### config.mk
export PLATFORM = sky130hd
export DESIGN_NAME = seq_alu
export DESIGN_NICKNAME = d
export VERILOG_FILES = /design/src/rtl/seq_alu.sv
export SDC_FILE = /design/constraint.sdc
export NUM_CORES = 1
export LEC_CHECK = 0
export ABC_AREA = 1
export CAP_MARGIN = 20
export CORE_MARGIN = 2
export CORE_UTILIZATION = 60
export DETAILED_ROUTE_END_ITERATION = 10
export PLACE_DENSITY = 0.81
export SETUP_SLACK_MARGIN = 0.15
export SYNTH_ARGS = -nofsm -noshare
export SYNTH_HDL_FRONTEND = slang
export SYNTH_SLANG_ARGS = --single-unit
### constraint.sdc
create_clock -name clk -period 3.02 [get_ports clk]
set_input_delay 0.453 -clock clk [delete_from_list [all_inputs] [get_ports clk]]
set_output_delay 0.453 -clock clk [all_outputs]
set_load 0.02 [all_outputs]
### src/rtl/seq_alu.sv
// seq_alu: registered, valid/ready handshaked ALU with Z/C/N/V flags and an
// iterative shift-add multiplier. One operation in flight at a time.
//
// state | meaning
// ------+---------------------------------------------------------------
// IDLE  | no operation held; ready to accept
// BUSY  | multiply in progress, one multiplier bit per cycle
// DONE  | result valid on out/flags; held until the consumer takes it
module seq_alu #(
  parameter int N = 8
) (
  input  logic         clk,
  input  logic         rst_n,
  input  logic         in_valid,
  output logic         in_ready,
  input  logic [N-1:0] in1,
  input  logic [N-1:0] in0,
  input  logic [2:0]   opcode,
  output logic         out_valid,
  input  logic         out_ready,
  output logic [N-1:0] out,
  output logic         flag_z,
  output logic         flag_c,
  output logic         flag_n,
  output logic         flag_v
);

  localparam int CW = $clog2(N + 1);
  localparam logic [N:0] N_EXT = (N + 1)'(N);

  localparam logic [2:0] OP_ADD = 3'b000;
  localparam logic [2:0] OP_OR  = 3'b001;
  localparam logic [2:0] OP_SUB = 3'b010;
  localparam logic [2:0] OP_XOR = 3'b011;
  localparam logic [2:0] OP_AND = 3'b100;
  localparam logic [2:0] OP_SHL = 3'b101;
  localparam logic [2:0] OP_SHR = 3'b110;
  localparam logic [2:0] OP_MUL = 3'b111;

  typedef enum logic [1:0] {
    IDLE = 2'd0,
    BUSY = 2'd1,
    DONE = 2'd2
  } state_t;

  state_t state, state_nxt;

  logic           accept;
  logic           mul_last;
  logic [2*N-1:0] mcand;
  logic [2*N-1:0] acc;
  logic [2*N-1:0] acc_nxt;
  logic [N-1:0]   mplier;
  logic [CW-1:0]  cnt;

  logic [N:0]     sum;
  logic [N:0]     diff;
  logic           shift_oor;
  logic [N-1:0]   alu_res;
  logic           alu_c;
  logic           alu_v;

  assign in_ready  = (state == IDLE) || ((state == DONE) && out_ready);
  assign accept    = in_valid && in_ready;
  assign out_valid = (state == DONE);
  assign mul_last  = (cnt == CW'(1));
  assign acc_nxt   = acc + (mplier[0] ? mcand : '0);

  // Single-cycle ops evaluated straight from the input operands at accept.
  always_comb begin
    sum       = {1'b0, in1} + {1'b0, in0};
    diff      = {1'b0, in1} - {1'b0, in0};
    shift_oor = ({1'b0, in0} >= N_EXT);
    alu_res   = '0;
    alu_c     = 1'b0;
    alu_v     = 1'b0;
    case (opcode)
      OP_ADD: begin
        alu_res = sum[N-1:0];
        alu_c   = sum[N];
        alu_v   = (in1[N-1] == in0[N-1]) && (sum[N-1] != in1[N-1]);
      end
      OP_OR:  alu_res = in1 | in0;
      OP_SUB: begin
        alu_res = diff[N-1:0];
        alu_c   = diff[N];
        alu_v   = (in1[N-1] != in0[N-1]) && (diff[N-1] != in1[N-1]);
      end
      OP_XOR: alu_res = in1 ^ in0;
      OP_AND: alu_res = in1 & in0;
      OP_SHL: alu_res = shift_oor ? '0 : (in1 << in0);
      OP_SHR: alu_res = shift_oor ? '0 : (in1 >> in0);
      default: alu_res = '0;
    endcase
  end

  // State register.
  always_ff @(posedge clk or negedge rst_n) begin
    if (!rst_n) state <= IDLE;
    else        state <= state_nxt;
  end

  // Next-state: an accept from DONE behaves exactly like an accept from IDLE.
  always_comb begin
    state_nxt = state;
    case (state)
      IDLE: begin
        if (accept) state_nxt = (opcode == OP_MUL) ? BUSY : DONE;
      end
      BUSY: begin
        if (mul_last) state_nxt = DONE;
      end
      DONE: begin
        if (accept)         state_nxt = (opcode == OP_MUL) ? BUSY : DONE;
        else if (out_ready) state_nxt = IDLE;
      end
      default: state_nxt = IDLE;
    endcase
  end

  // Datapath: capture at accept, step the multiplier in BUSY, register results.
  always_ff @(posedge clk or negedge rst_n) begin
    if (!rst_n) begin
      mcand  <= '0;
      mplier <= '0;
      acc    <= '0;
      cnt    <= '0;
      out    <= '0;
      flag_z <= 1'b0;
      flag_c <= 1'b0;
      flag_n <= 1'b0;
      flag_v <= 1'b0;
    end else if (accept) begin
      if (opcode == OP_MUL) begin
        mcand  <= {{N{1'b0}}, in1};
        mplier <= in0;
        acc    <= '0;
        cnt    <= CW'(N);
      end else begin
        out    <= alu_res;
        flag_z <= (alu_res == '0);
        flag_c <= alu_c;
        flag_n <= alu_res[N-1];
        flag_v <= alu_v;
      end
    end else if (state == BUSY) begin
      acc    <= acc_nxt;
      mcand  <= mcand << 1;
      mplier <= mplier >> 1;
      cnt    <= cnt - CW'(1);
      if (mul_last) begin
        out    <= acc_nxt[N-1:0];
        flag_z <= (acc_nxt[N-1:0] == '0);
        flag_c <= (acc_nxt[2*N-1:N] != '0);
        flag_n <= acc_nxt[N-1];
        flag_v <= 1'b0;
      end
    end
  end

endmodule

Fig. 1: floorplan with the power grid
The bar under the picture is 20 microns long. Pins as bars on the die edge.
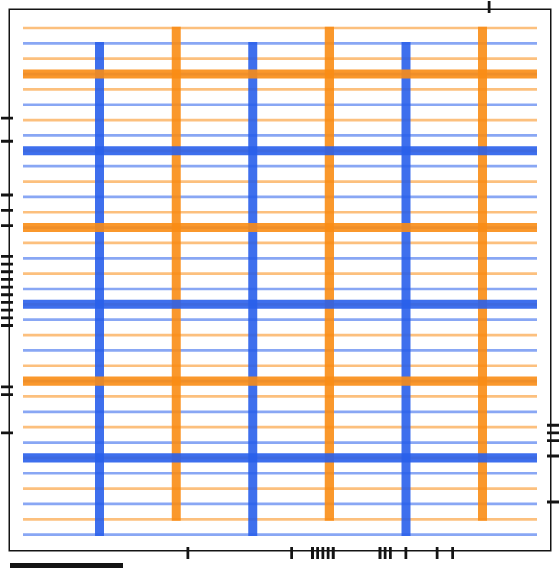
[VDD] orange
[VSS] blue
met4 straps: 6
met5 straps: 6
rows: 33
met1 rails: 34
signal pins: 37

Fig. 2: placed cells, one color a class
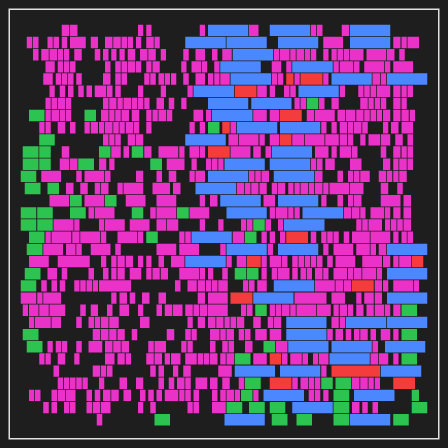
[other buffers and delay cells] green | cells: 58 | share of their area: 9.2%
[clock drivers and dummy loads] red | cells: 16 | share of their area: 3.4%
[flops] blue | cells: 57 | share of their area: 25%
[combinational and other logic] magenta | cells: 680 | share of their area: 62%

Fig. 3: routed clock nets over the placement
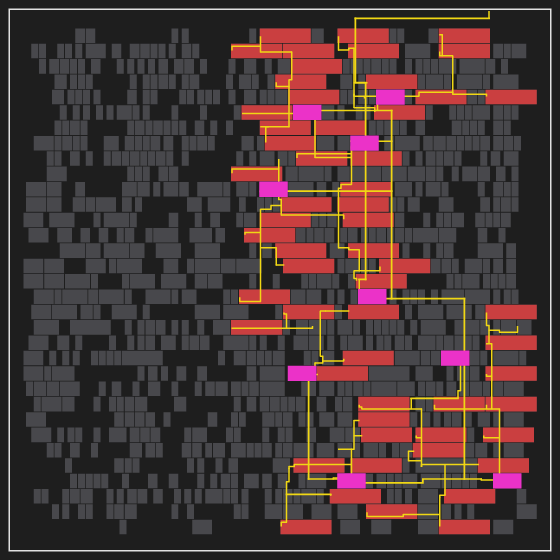
[clock drivers] magenta | count: 9
[clock wires] yellow | length: 742 microns
[flip-flops] red | count: 57
routed clock nets: 10

Fig. 4: wiring by layer
The bar under the picture is 20 microns long.
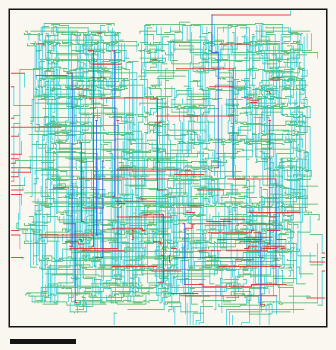
[metal 1] green | wire length: 6210 microns
[metal 3] red | wire length: 766 microns
[metal 4] blue | wire length: 545 microns
[metal 2] cyan | wire length: 7200 microns

Fig. 5: routing congestion
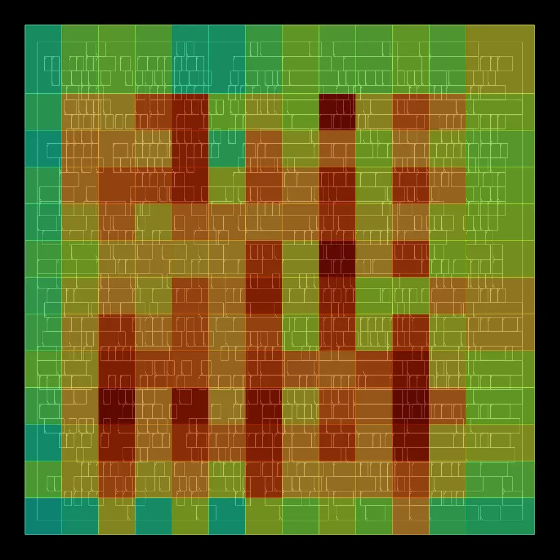
routed length per instance: 16.1 microns
GR Util met1: 39.8%
grt met3 use: 5.38%

## layout make-up
class | instances | area, sq um
clock buffer | 9 | 124
clock inverter | 7 | 71.3
fill | 688 | 2380
inverter | 95 | 357
multi-input combinational | 585 | 3160
sequential | 57 | 1430
tap | 105 | 131
timing repair buffer | 58 | 520
## logic make-up (layout without fill, tap and decap cells)
logic type      after synthesis  count (layout)
compound gates              127             127
xor+xnor                     15              15
fa+ha+maj                    45              45
buf+inv                     116             169
flops                        57              57
simple gates                398             398
## layer usage
metal  wire length, microns  GRT usage, %  vias to the layer above
li1                       -             -                     2583
met1                   6210          39.8                     2434
met2                   7200          57.8                      200
met3                    765          5.38                       35
met4                    545          14.8                        0
met5                      0             0                        -
## where the power goes
group | total (mW) | internal [mW] | leakage [nW] | switching (mW)
combinational | 2.09 | 0.816 | 2.26 | 1.27
sequential | 1.31 | 1.08 | 0.721 | 0.226
clock | 0.705 | 0.378 | 0.0912 | 0.327
## state kept, by name, summed over array words and instances, names as in the netlist
signal / cells
state: 2
flag_c: 1
cnt: 4
acc: 16
mplier: 8
mcand: 16
out: 8
flag_v: 1
flag_z: 1
## worst paths after layout
check,from,endpoint,slack (ns),depth (start not counted)
min in group clk,acc[9],acc[9],0.49,1
worst max register to register,mplier[0],flag_c,0.42,15
worst max-delay path,mplier[0],flag_c,0.42,15
worst min-delay path,rst_n,flag_c,0.20,1
worst min register to register,acc[9],acc[9],0.49,1
max in group asynchronous,rst_n,mcand[2],2.09,2
## critical path: stages (launching register included)
cell and delay (ns):
dfrtp_1 0.49, nand2_1 0.10, inv_1 0.04, ha_1 0.19, fa_1 0.41, nand3_1 0.10, nand2_1 0.13, a21boi_2 0.23
nor2_1 0.06, nor2_1 0.12, xor2_1 0.22, nand2_1 0.08, nor2_1 0.09, nand2_1 0.10, nand2_1 0.08, a21oi_1 0.05
## Yosys cell counts (6+ instances only)
cell / count
a21oi_1: 41
a31oi_1: 9
buf_2: 6
clkbuf_1: 11
dfrtp_1: 57
ha_1: 42
inv_1: 82
inv_2: 13
nand2_1: 215
nand3_1: 73
nand4_1: 11
nor2_1: 73
o211ai_1: 10
o21ai_0: 28
o21ai_1: 8
o22ai_1: 15
xor2_1: 11
==> Slide: Implementation Results <==
Physical Implementation Snapshot

Clock network
  • H-tree Lvls: 3
  • Clock sinks: approximately 57
  • Deepest clock path buffer count: 2
  • Post-CTS Hold Fix Bufs: 0
  • Post-cts sizing count: 0
  • Clock Root Buffer: clkbuf_8

Global routing
  • Number of global-route vias before repair: 4910
  • GR Overflow Total: 0
  • Initial antenna violation count: 0
  • Largest net degree at the start of global routing: 39

Power and ir drop
  • Leak: 3.07 nW
  • Power consumption: 4.11 mW

Synth
  • Register share after synthesis: 28.3%
  • Ys cells: ~760
  • Cell type with the largest total area: dfrtp_1
  • Gate Count Post-Synth: 758
  • Adder Area Share: 11.6%
  • Floorplan Nets: between 800 and 900
  • Syn. warnings: 0
  • Post-synthesis register bit count: 57

Detailed routing
  • DRC: 0
  • Vias: 5252
  • Detailed Route WL: 14.7 mm
  • Final ANT Viol Nets: 0

Final timing
  • Setup violations, final: 0
  • Worst clock skew: around 0.011 ns
  • Max Clock Freq: 385 MHz
  • Min Tclk post-route: about 2.6 ns
  • Final worst setup slack: 0.424 ns
  • Worst Max-Slew Pin Slew: around 0.86 ns

Setup path
  • Worst-path maximum fanout: 10

Placed design
  • Routability Congestion: 0.955
  • Detailed Place HPWL: 11.7 mm
  • Post-DP Area: 5600 sq um
  • Port Buf Inserts: 36

Finish
  • Most frequent logic cells in the routed design: nand2_1, inv_1, nor2_1, nand3_1, dfrtp_1
  • Ant diodes: 0
  • Commonest Layout Cell: nand2_1
  • Layout cells sized above 1: 8.75%
  • Fin nets: 874
  • Post-route cell area: 5790 sq um
  • Fin cells: 916

Floorplan
  • Chip width: 95.7 microns
  • Die Ht: 95.7 microns
  • Ports: 37
  • Fp_density: 61.7%

Outcome
  • Status: finished clean

Flow run
  • Tool warnings: about 44
  • Max-cap violations: 0
Power figures rest on the tool's default switching activity, not on a simulated workload.
